### config.mk
export PLATFORM = sky130hd
export DESIGN_NAME = serial_frame_rx_flat
export DESIGN_NICKNAME = d
export VERILOG_FILES = /design/src/rtl/serial_frame_rx_if.sv /design/src/rtl/serial_frame_rx.sv /design/src/flat_wrapper.sv
export SDC_FILE = /design/constraint.sdc
export NUM_CORES = 1
export LEC_CHECK = 0
export CORE_UTILIZATION = 51
export DETAILED_ROUTE_END_ITERATION = 8
export PLACE_DENSITY_LB_ADDON = 0.3
export SYNTH_ARGS = -nofsm -noshare
export SYNTH_HDL_FRONTEND = slang
export SYNTH_SLANG_ARGS = --single-unit
### constraint.sdc
create_clock -name clk -period 2.18 [get_ports clk]
set_input_delay 0.545 -clock clk [delete_from_list [all_inputs] [get_ports clk]]
set_output_delay 0.545 -clock clk [all_outputs]
set_load 0.005 [all_outputs]
### src/rtl/serial_frame_rx_if.sv
`default_nettype none
// ============================================================================
// Module   : serial_frame_rx_if
// Brief    : Serial input, word handshake and status bundle for serial_frame_rx.
// Revision : 1.0 - initial release
// ============================================================================
interface serial_frame_rx_if #(
    parameter int DATA_W = 8
) ();
    logic              bit_in;
    logic              bit_en;
    logic [DATA_W-1:0] data_out;
    logic              data_valid;
    logic              data_ready;
    logic              parity_err;
    logic              frame_err;
    logic              overrun;
    logic              busy;

    // master = receiver side, slave = line driver / word consumer side
    modport master (
        input  bit_in, bit_en, data_ready,
        output data_out, data_valid, parity_err, frame_err, overrun, busy
    );

    modport slave (
        output bit_in, bit_en, data_ready,
        input  data_out, data_valid, parity_err, frame_err, overrun, busy
    );
endinterface
`default_nettype wire

### src/rtl/serial_frame_rx.sv
`default_nettype none
// ============================================================================
// Module   : serial_frame_rx
// Brief    : Strobed serial frame receiver (start, data, optional parity, stop)
//            with a one-entry valid/ready output register and error pulses.
// Revision : 1.0 - initial release
// ============================================================================
module serial_frame_rx #(
    parameter int DATA_W     = 8,
    parameter int PARITY_EN  = 1,
    parameter int ODD_PARITY = 0,
    parameter int MSB_FIRST  = 1
) (
    input  wire logic          clk,
    input  wire logic          reset,
    serial_frame_rx_if.master  rx
);

    localparam int   c_CNT_W = $clog2(DATA_W + 1);
    localparam logic c_ODD   = (ODD_PARITY != 0);

    typedef enum logic [1:0] {
        IDLE   = 2'd0,
        DATA   = 2'd1,
        PARITY = 2'd2,
        STOP   = 2'd3
    } state_t;

    state_t              r_state;
    state_t              w_next;
    logic [c_CNT_W-1:0]  r_cnt;
    logic [DATA_W-1:0]   r_shift;
    logic [DATA_W-1:0]   w_shifted;
    logic [DATA_W-1:0]   r_data;
    logic                r_valid;
    logic                r_par_bad;
    logic                r_par_err;
    logic                r_frm_err;
    logic                r_ovr;
    logic                w_last_bit;

    always_comb begin
        w_shifted = r_shift;
        if (MSB_FIRST != 0) begin
            w_shifted = {r_shift[DATA_W-2:0], rx.bit_in};
        end else begin
            w_shifted = {rx.bit_in, r_shift[DATA_W-1:1]};
        end
    end

    assign w_last_bit = (r_cnt == c_CNT_W'(DATA_W - 1));

    always_ff @(posedge clk) begin
        if (reset) begin
            r_state <= IDLE;
        end else begin
            r_state <= w_next;
        end
    end

    always_comb begin
        w_next = r_state;
        if (rx.bit_en) begin
            case (r_state)
                IDLE:    if (!rx.bit_in) w_next = DATA;
                DATA:    if (w_last_bit) w_next = (PARITY_EN != 0) ? PARITY : STOP;
                PARITY:  w_next = STOP;
                STOP:    w_next = IDLE;
                default: w_next = IDLE;
            endcase
        end
    end

    always_ff @(posedge clk) begin
        if (reset) begin
            r_cnt     <= '0;
            r_shift   <= '0;
            r_data    <= '0;
            r_valid   <= 1'b0;
            r_par_bad <= 1'b0;
            r_par_err <= 1'b0;
            r_frm_err <= 1'b0;
            r_ovr     <= 1'b0;
        end else begin
            r_par_err <= 1'b0;
            r_frm_err <= 1'b0;
            r_ovr     <= 1'b0;
            if (r_valid && rx.data_ready) begin
                r_valid <= 1'b0;
            end
            if (rx.bit_en) begin
                case (r_state)
                    IDLE: begin
                        if (!rx.bit_in) begin
                            r_cnt     <= '0;
                            r_par_bad <= 1'b0;
                        end
                    end
                    DATA: begin
                        r_shift <= w_shifted;
                        r_cnt   <= r_cnt + 1'b1;
                    end
                    PARITY: begin
                        r_par_bad <= (^r_shift) ^ rx.bit_in ^ c_ODD;
                    end
                    STOP: begin
                        // Framing beats parity; a good word overwrites only a free or draining register
                        if (!rx.bit_in) begin
                            r_frm_err <= 1'b1;
                        end else if (r_par_bad) begin
                            r_par_err <= 1'b1;
                        end else if (!r_valid || rx.data_ready) begin
                            r_data  <= r_shift;
                            r_valid <= 1'b1;
                        end else begin
                            r_ovr <= 1'b1;
                        end
                    end
                    default: ;
                endcase
            end
        end
    end

    assign rx.data_out   = r_data;
    assign rx.data_valid = r_valid;
    assign rx.parity_err = r_par_err;
    assign rx.frame_err  = r_frm_err;
    assign rx.overrun    = r_ovr;
    assign rx.busy       = (r_state != IDLE);

endmodule
`default_nettype wire

### src/flat_wrapper.sv
// flat-port wrapper written by rule: the top's interface ports become plain ports
module serial_frame_rx_flat 
#(
    parameter int DATA_W     = 8,
    parameter int PARITY_EN  = 1,
    parameter int ODD_PARITY = 0,
    parameter int MSB_FIRST  = 1
)
  (clk, reset, rx_bit_in, rx_bit_en, rx_data_ready, rx_data_out, rx_data_valid, rx_parity_err, rx_frame_err, rx_overrun, rx_busy);
  serial_frame_rx_if #(.DATA_W(DATA_W)) rx_i ();
  input  wire logic clk;
  input  wire logic reset;
  input wire logic [$bits(rx_i.bit_in)-1:0] rx_bit_in;
  input wire logic [$bits(rx_i.bit_en)-1:0] rx_bit_en;
  input wire logic [$bits(rx_i.data_ready)-1:0] rx_data_ready;
  output wire logic [$bits(rx_i.data_out)-1:0] rx_data_out;
  output wire logic [$bits(rx_i.data_valid)-1:0] rx_data_valid;
  output wire logic [$bits(rx_i.parity_err)-1:0] rx_parity_err;
  output wire logic [$bits(rx_i.frame_err)-1:0] rx_frame_err;
  output wire logic [$bits(rx_i.overrun)-1:0] rx_overrun;
  output wire logic [$bits(rx_i.busy)-1:0] rx_busy;
  assign rx_i.bit_in = rx_bit_in;
  assign rx_i.bit_en = rx_bit_en;
  assign rx_i.data_ready = rx_data_ready;
  assign rx_data_out = rx_i.data_out;
  assign rx_data_valid = rx_i.data_valid;
  assign rx_parity_err = rx_i.parity_err;
  assign rx_frame_err = rx_i.frame_err;
  assign rx_overrun = rx_i.overrun;
  assign rx_busy = rx_i.busy;
  serial_frame_rx #(.DATA_W(DATA_W), .PARITY_EN(PARITY_EN), .ODD_PARITY(ODD_PARITY), .MSB_FIRST(MSB_FIRST)) u_core (.clk(clk), .reset(reset), .rx(rx_i));
endmodule
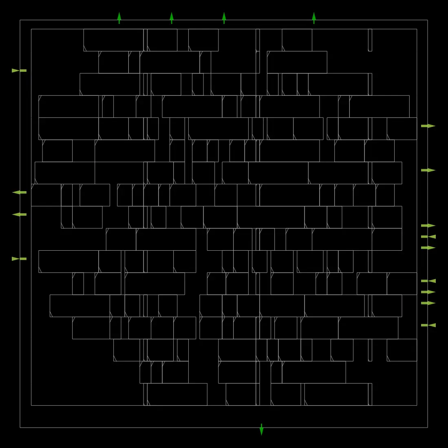
*Placement view, run 1*
# Taps: 28
Final Non-Filler Cells: 180
fraction of area in registers: 0.373

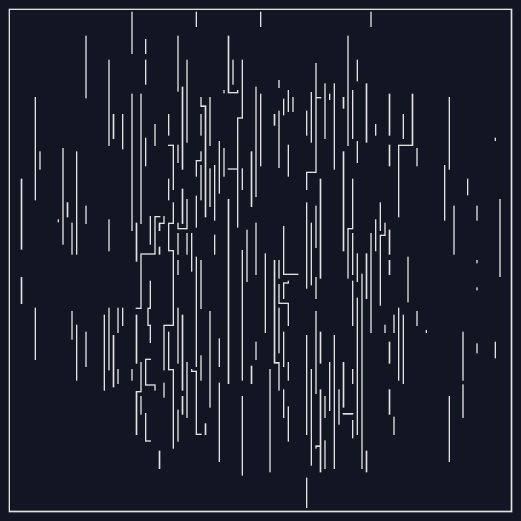
*The metal 2 layer, run 1*
(10 px per um)
longest straight run	19.4 um
share of all routed wire	46%
main direction	vertical
wire length on this layer	954 um
met2 GRT Util: 0.293
via count: 950
Total Routed Length: 2080 um

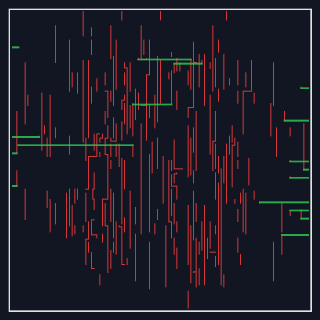
*Wiring by layer, run 1*
(6 px per um) Two of the layers only.
color	layer	wire length
green	M3	73.8 um
red	M2	954 um
GRT Total Usage: 0.182
WL/cell: 11.6 um

-- run 1: area by class of cell --
type                    count  area share
clock buffers               3      0.0155
repair buffers             26       0.163
flip-flops and latches     27       0.373
well taps                  28      0.0240
multi-input cells          90       0.407
clock inverters             1     0.00515
inverters                   5      0.0129
-- run 1: per-layer routing --
metal | routed length, um | GRT usage | vias up
met5 | 0 | 0 | -
met1 | 1040 | 0.241 | 445
met3 | 73 | 0.0185 | 2
met2 | 954 | 0.293 | 19
li1 | - | - | 484
met4 | 16 | 0.0857 | 0
-- run 1: path summary, 6_finish.rpt --
| kind | from | endpoint | slack (ns) | cells after the start |
|---|---|---|---|---|
| worst max-delay path | u_core.r_state[0] | rx_busy | 0.10 | 4 |
| worst min-delay path | u_core.r_par_bad | u_core.rx.parity_err | 0.47 | 2 |
| worst max register to register | u_core.r_state[1] | u_core.r_cnt[1] | 0.53 | 6 |
| worst min register to register | u_core.r_par_bad | u_core.rx.parity_err | 0.47 | 2 |
-- run 1: logic make-up after synthesis --
group	Yosys count
and+or+nand+nor	46
xor gates and xnor gates	9
DFF	27
adders and majority gates	5
AOI/OAI and AO/OA	21
buffers and inverters	12
muxes	9
-- run 1: critical path, stage by stage, from the launching register on --
cell,delay (ns)
dfxtp_2,0.37
inv_1,0.06
ha_2,0.22
inv_1,0.08
clkdlybuf4s50_1,0.49
-- run 1: stage by stage --
step | utilization | hold slack, ns | total power, mW | instance area [um^2] | setup WS (ns)
3_3_place_gp | 0.642 | 0.447 | 0.615 | 1410 | 0.125
3_5_place_dp | 0.642 | 0.454 | 0.619 | 1410 | 0.107
4_1_cts | 0.658 | 0.473 | 0.836 | 1440 | 0.0630
6_report | 0.665 | 0.470 | 0.830 | 1460 | 0.102
2_1_floorplan | - | 0.425 | 0.580 | 1180 | 0.577
5_1_grt | 0.665 | 0.492 | 0.875 | 1460 | 0.0157
-- run 1: cells in the final DEF, fill, tap and decap left out --
cell type / netlist / routed
a211oi_1: 1 / 1
a21boi_0: 1 / 1
a21boi_2: 1 / 1
a21oi_1: 11 / 11
a31o_2: 1 / 1
a32oi_1: 1 / 1
and3_1: 1 / 1
buf_4: 0 / 9
clkbuf_4: 0 / 3
clkdlybuf4s50_1: 0 / 17
clkinvlp_4: 0 / 1
dfxtp_1: 27 / 25
dfxtp_2: 0 / 2
ha_1: 5 / 4
ha_2: 0 / 1
inv_1: 5 / 5
mux2i_1: 9 / 9
nand2_1: 12 / 12
nand2b_1: 1 / 1
nand3_1: 8 / 8
nand3b_1: 3 / 3
nand4b_1: 1 / 1
nor2_1: 14 / 14
nor2b_1: 3 / 3
nor3_1: 3 / 3
o211ai_1: 2 / 2
o21ai_0: 2 / 2
o22ai_1: 1 / 1
xnor2_1: 4 / 4
xnor3_1: 1 / 1
xor2_1: 4 / 4
-- run 1: state kept, by name (all words and copies together) (netlist names) --
register / flops
u_core.rx.parity_err: 1
u_core.r_cnt: 4
u_core.r_par_bad: 1
u_core.rx.data_out: 8
u_core.rx.overrun: 1
u_core.rx.data_valid: 1
u_core.r_state: 2
u_core.rx.frame_err: 1
u_core.r_shift: 8
==> CHANGELOG.md, run 1 <==
### Implementation results

* FMAX at 0.481 GHz
* Syn Nets at 139
* Seq. pwr at 505 uW
* CTS-repair resized insts at 3
* DR DRC count at 0
* Final worst-path cycle share at 0.953
* CTS root buf: clkbuf_4
* Top non-seq family: simple AND/OR/NAND/NOR gates
* Synth Seq Share at 0.459
* # fillers at 182
* Clock latency on the worst-skew pair at 0.32 ns
* Simple share at 0.183
* Total placed cells including tap cells at 174
* Hold Path Class: flop to flop
* Synthesized instance count at 129
* Final hold violation count at 0
* Max-cap violations at 0
* Worst-path clk slew at 0.14 ns
* Cell count listed in synth_stat.txt at 129
* Switching power at 208 uW
* Initial antenna violation count at 0
* Xor and xnor area share after synthesis at 0.0786
* Via density at 5.28
* Clock Power Share at 0.259
* Synthesis-to-finish area growth at 23.7%
* Kind of critical path: flop to primary output
* Pint at 622 uW
* Combinational power at 110 uW
* Initial Utilization at 0.538
* Top power group: sequential cells
* Post-synthesis cell type count at 27
* Cell leakage power at 0.534 nW
* Io pins at 18
* Crit path time final at 2.08 ns
* Mux area share at 0.0764
* Clock skew at 0.00270 ns
* Endpoints failing setup at 0
* CP Capture Type: primary output
* Site Rows at 17
* Async SR Flop Fraction at 0
* Slew Viols, Final at 0
* Worst-path maximum fanout at 5
* Crit path DAT at 1.53 ns
* Yosys Warn Count at 0
* Adder Share, Synth at 0.0531
* Yosys aoi share at 0.110
* Syn Area/Cell at 9.14 um^2
* Seq pwr share at 0.608
* Combinational power share at 0.133
* Top-area cell share at 0.459
* Post-Syn Area at 0.00118 mm^2
* Yosys stat chip area at 0.00118 mm^2
* Post-CTS Setup Bufs at 0
* Core ar. at 0.00219 mm^2
* Dominant flop cell: dfxtp_1
* RSZ-0062 raised after global routing: false
* Fraction of layout cells with a size suffix above 1 at 0.118
* CP required at 1.63 ns
* Ant diodes at 0
* Port-buffer cells at 17
* CP Launch Type: flop
* Clk power at 215 uW
* First-pass GRT wire length at 3520 um
* PD cells at 570 mW/mm^2
* Rel. slew slack at 0.641
* Final setup TNS at 0 ns
* Die area at 0.00251 mm^2
* CTS max path bufs at 2
* Largest area contributor in the netlist: dfxtp_1
* CTS tree: built
* CTS Sinks at 27
* GPL Wtd Cong at 0.734
* Logic area at 593 um^2
* Routed Antenna Nets at 0
* Most frequent cells after synthesis: dfxtp_1 (27), nor2_1 (14), nand2_1 (12), a21oi_1 (11), mux2i_1 (9)
* CTS HTree Levels at 1
* Die width at 50.1 um
* Switching Fraction at 0.250
* Total gr overflow at 0
* TritonRoute pass-1 iters at 4
* Count of tool warnings at 29
* Die Ht at 50.1 um
* Final nets at 163
* Ys flops at 27
* CTS Hold Bufs at 0
* Flop area at 543 um^2
* Most common cell in the synthesized netlist: dfxtp_1
* Status: finished clean
==> inputs of run 2 (changes only) <==
--- a/config.mk
+++ b/config.mk
@@ -8,6 +8,7 @@
 export CORE_UTILIZATION = 51
 export DETAILED_ROUTE_END_ITERATION = 8
 export PLACE_DENSITY_LB_ADDON = 0.3
+export SLEW_MARGIN = 10
 export SYNTH_ARGS = -nofsm -noshare
 export SYNTH_HDL_FRONTEND = slang
 export SYNTH_SLANG_ARGS = --single-unit
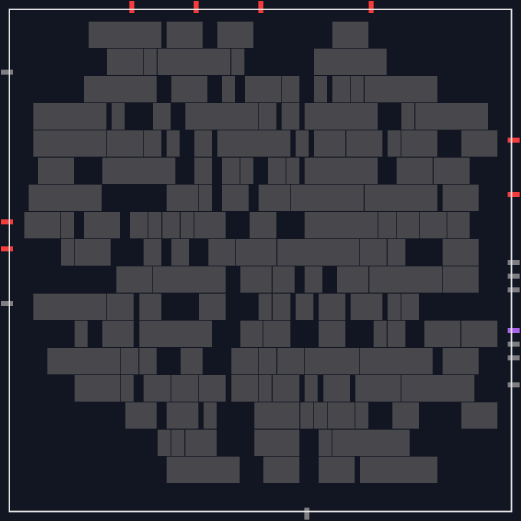
*Pin placement, run 2*
(10 px per um) Pins as bars across the die edge, other pins in gray.
color	port	pins	direction	edge
red	rx_data_out	8	output	4 top, 2 right, 2 left
purple	rx_bit_in	1	input	right
all pins by edge	9 right, 4 left, 4 top, 1 bottom
die width: 50.1 um
Port-buffer cells: 17
Die Ht: 50.1 um

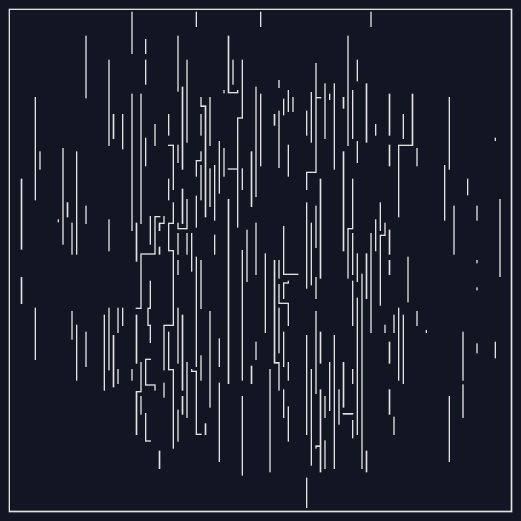
*The metal 2 layer, run 2*
(10 px per um)
wire length on this layer	954 um
share of all routed wire	46%
main direction	vertical
longest straight run	19.4 um

==> run 2 against run 1 <==
Against the previous run: area after synthesis did not move; die size did not move; critical path depth did not move; cell area did not move; highest routed layer unchanged; largest power group unchanged; register-to-register slack barely moved; largest cell class unchanged; via count did not move; synthesized cell count did not move; worst hold slack did not move; sequential cell count did not move; clock skew did not move; non-clock buffer count did not move; routed wire length did not move; critical endpoint unchanged.
==> CHANGELOG.md, run 2 <==
### Implementation results

* GRT Total Usage at 0.182
* Clock latency on the worst-skew pair at 0.32 ns
* Largest area contributor in the netlist: dfxtp_1
* Syn Nets at 139
* Synth Seq Share at 0.459
* Hold Path Class: flop to flop
* Rel. slew slack at 0.641
* CTS root buf: clkbuf_4
* Status: finished clean
* Seq pwr share at 0.608
* CP required at 1.63 ns
* Kind of critical path: flop to primary output
* Total gr overflow at 0
* Initial Utilization at 0.538
* Ys flops at 27
* Top non-seq family: simple AND/OR/NAND/NOR gates
* Hold Path Stages at 2
* Endpoints failing setup at 0
* Post-Syn Area at 0.00118 mm^2
* Simple share at 0.183
* Synthesis-to-finish area growth at 23.7%
* WL/cell at 11.6 um
* Top cell excl fill/tap: dfxtp_1
* Count of tool warnings at 29
* Crit path time final at 2.08 ns
* Site Rows at 17
* Slew Viols, Final at 0
* Switching power at 208 uW
* CTS tree: built
* # fillers at 182
* Top cells excl fill/tap: dfxtp_1 (25), clkdlybuf4s50_1 (17), nor2_1 (14)
* Dominant flop cell: dfxtp_1
* Switching Fraction at 0.250
* Final setup TNS at 0 ns
* RSZ-0062 raised after global routing: false
* Via density at 5.28
* Total Routed Length at 2080 um
* Routed Antenna Nets at 0
* Crit path DAT at 1.53 ns
* Max-cap violations at 0
* CP Launch Type: flop
* TritonRoute pass-1 iters at 4
* PD cells at 570 mW/mm^2
* Yosys stat chip area at 0.00118 mm^2
* Synthesized instance count at 129
* Top-area cell share at 0.459
* Worst-path clk slew at 0.14 ns
* Worst-case reg-to-reg path depth at 6
* Most frequent cells after synthesis: dfxtp_1 (27), nor2_1 (14), nand2_1 (12), a21oi_1 (11), mux2i_1 (9)
* CTS HTree Levels at 1
* Combinational power share at 0.133
* FMAX at 0.481 GHz
* Initial antenna violation count at 0
* Worst-path maximum fanout at 5
* Final nets at 163
* Io pins at 18
* CP Capture Type: primary output
* First-pass GRT wire length at 3520 um
* Die area at 0.00251 mm^2
* Xor and xnor area share after synthesis at 0.0786
* Via count at 950
* CTS max path bufs at 2
* Final hold violation count at 0
* Yosys aoi share at 0.110
* Adder Share, Synth at 0.0531
* Core ar. at 0.00219 mm^2
* Mux area share at 0.0764
* GPL Wtd Cong at 0.734
* Ant diodes at 0
* Fraction of layout cells with a size suffix above 1 at 0.118
* Yosys Warn Count at 0
run 2: cell counts in the layout (fill, tap and decap cells not counted):
Identical to the previous run, type by type.
run 2: per-layer routing:
| layer | GRT usage | part of all wire | wire (um) | up-vias |
|---|---|---|---|---|
| met1 | 0.241 | 0.50 | 1040 | 445 |
| met4 | 0.0857 | 0.0077 | 16 | 0 |
| met2 | 0.293 | 0.46 | 954 | 19 |
| met3 | 0.0185 | 0.035 | 73 | 2 |
| met5 | 0 | 0 | 0 | - |
| li1 | - | - | - | 484 |
run 2: cell type report:
| cell class | count | area (um^2) | share of cell area |
|---|---|---|---|
| multi-input cells | 90 | 593 | 0.407 |
| clock inverters | 1 | 7.51 | 0.00515 |
| inverters | 5 | 18.8 | 0.0129 |
| repair buffers | 26 | 238 | 0.163 |
| clock buffers | 3 | 22.5 | 0.0155 |
| well taps | 28 | 35.0 | 0.0240 |
| flip-flops and latches | 27 | 543 | 0.373 |
run 2: metrics by stage:
step / hold slack (ns) / instance area [um^2] / total power [mW] / utilization / instances
3_5_place_dp: 0.454 / 1410 / 0.619 / 0.642 / 174
4_1_cts: 0.473 / 1440 / 0.836 / 0.658 / 178
5_1_grt: 0.492 / 1460 / 0.875 / 0.665 / 180
6_report: 0.470 / 1460 / 0.830 / 0.665 / 180
2_1_floorplan: 0.425 / 1180 / 0.580 / - / 129
3_3_place_gp: 0.447 / 1410 / 0.615 / 0.642 / 174
run 2: cells by family (layout without fill, tap and decap cells):
family	after synthesis	in the layout
simple gates	46	46
flops	27	27
compound gates	21	21
buf+inv	12	35
xor+xnor	9	9
mux	9	9
fa+ha+maj	5	5
run 2: path summary, 6_finish.rpt:
kind | start | endpoint | slack, ns
max | u_core.r_state[0] | rx_busy | 0.10
min | u_core.r_par_bad | u_core.rx.parity_err | 0.47
max reg2reg | u_core.r_state[1] | u_core.r_cnt[1] | 0.53
min reg2reg | u_core.r_par_bad | u_core.rx.parity_err | 0.47
run 2: timing repair:
action,in CTS,in global routing
pin swaps,0,0
gates resized,3,0
setup buffers,0,2
setup endpoints to repair,1,1
run 2: critical path, stage by stage, from the launching register on:
cell,delay [ns]
dfxtp_2,0.37
inv_1,0.06
ha_2,0.22
inv_1,0.08
clkdlybuf4s50_1,0.49
run 2: power groups by stage:
stage | sequential [mW] | clock, mW | combinational [mW]
after floorplan | 0.515 | 0 | 0.0658
after global placement | 0.516 | 0 | 0.0998
after detailed placement | 0.516 | 0 | 0.103
after CTS | 0.506 | 0.225 | 0.105
after global routing | 0.506 | 0.246 | 0.123
final | 0.505 | 0.215 | 0.110
Power and IR drop assume default switching activity.
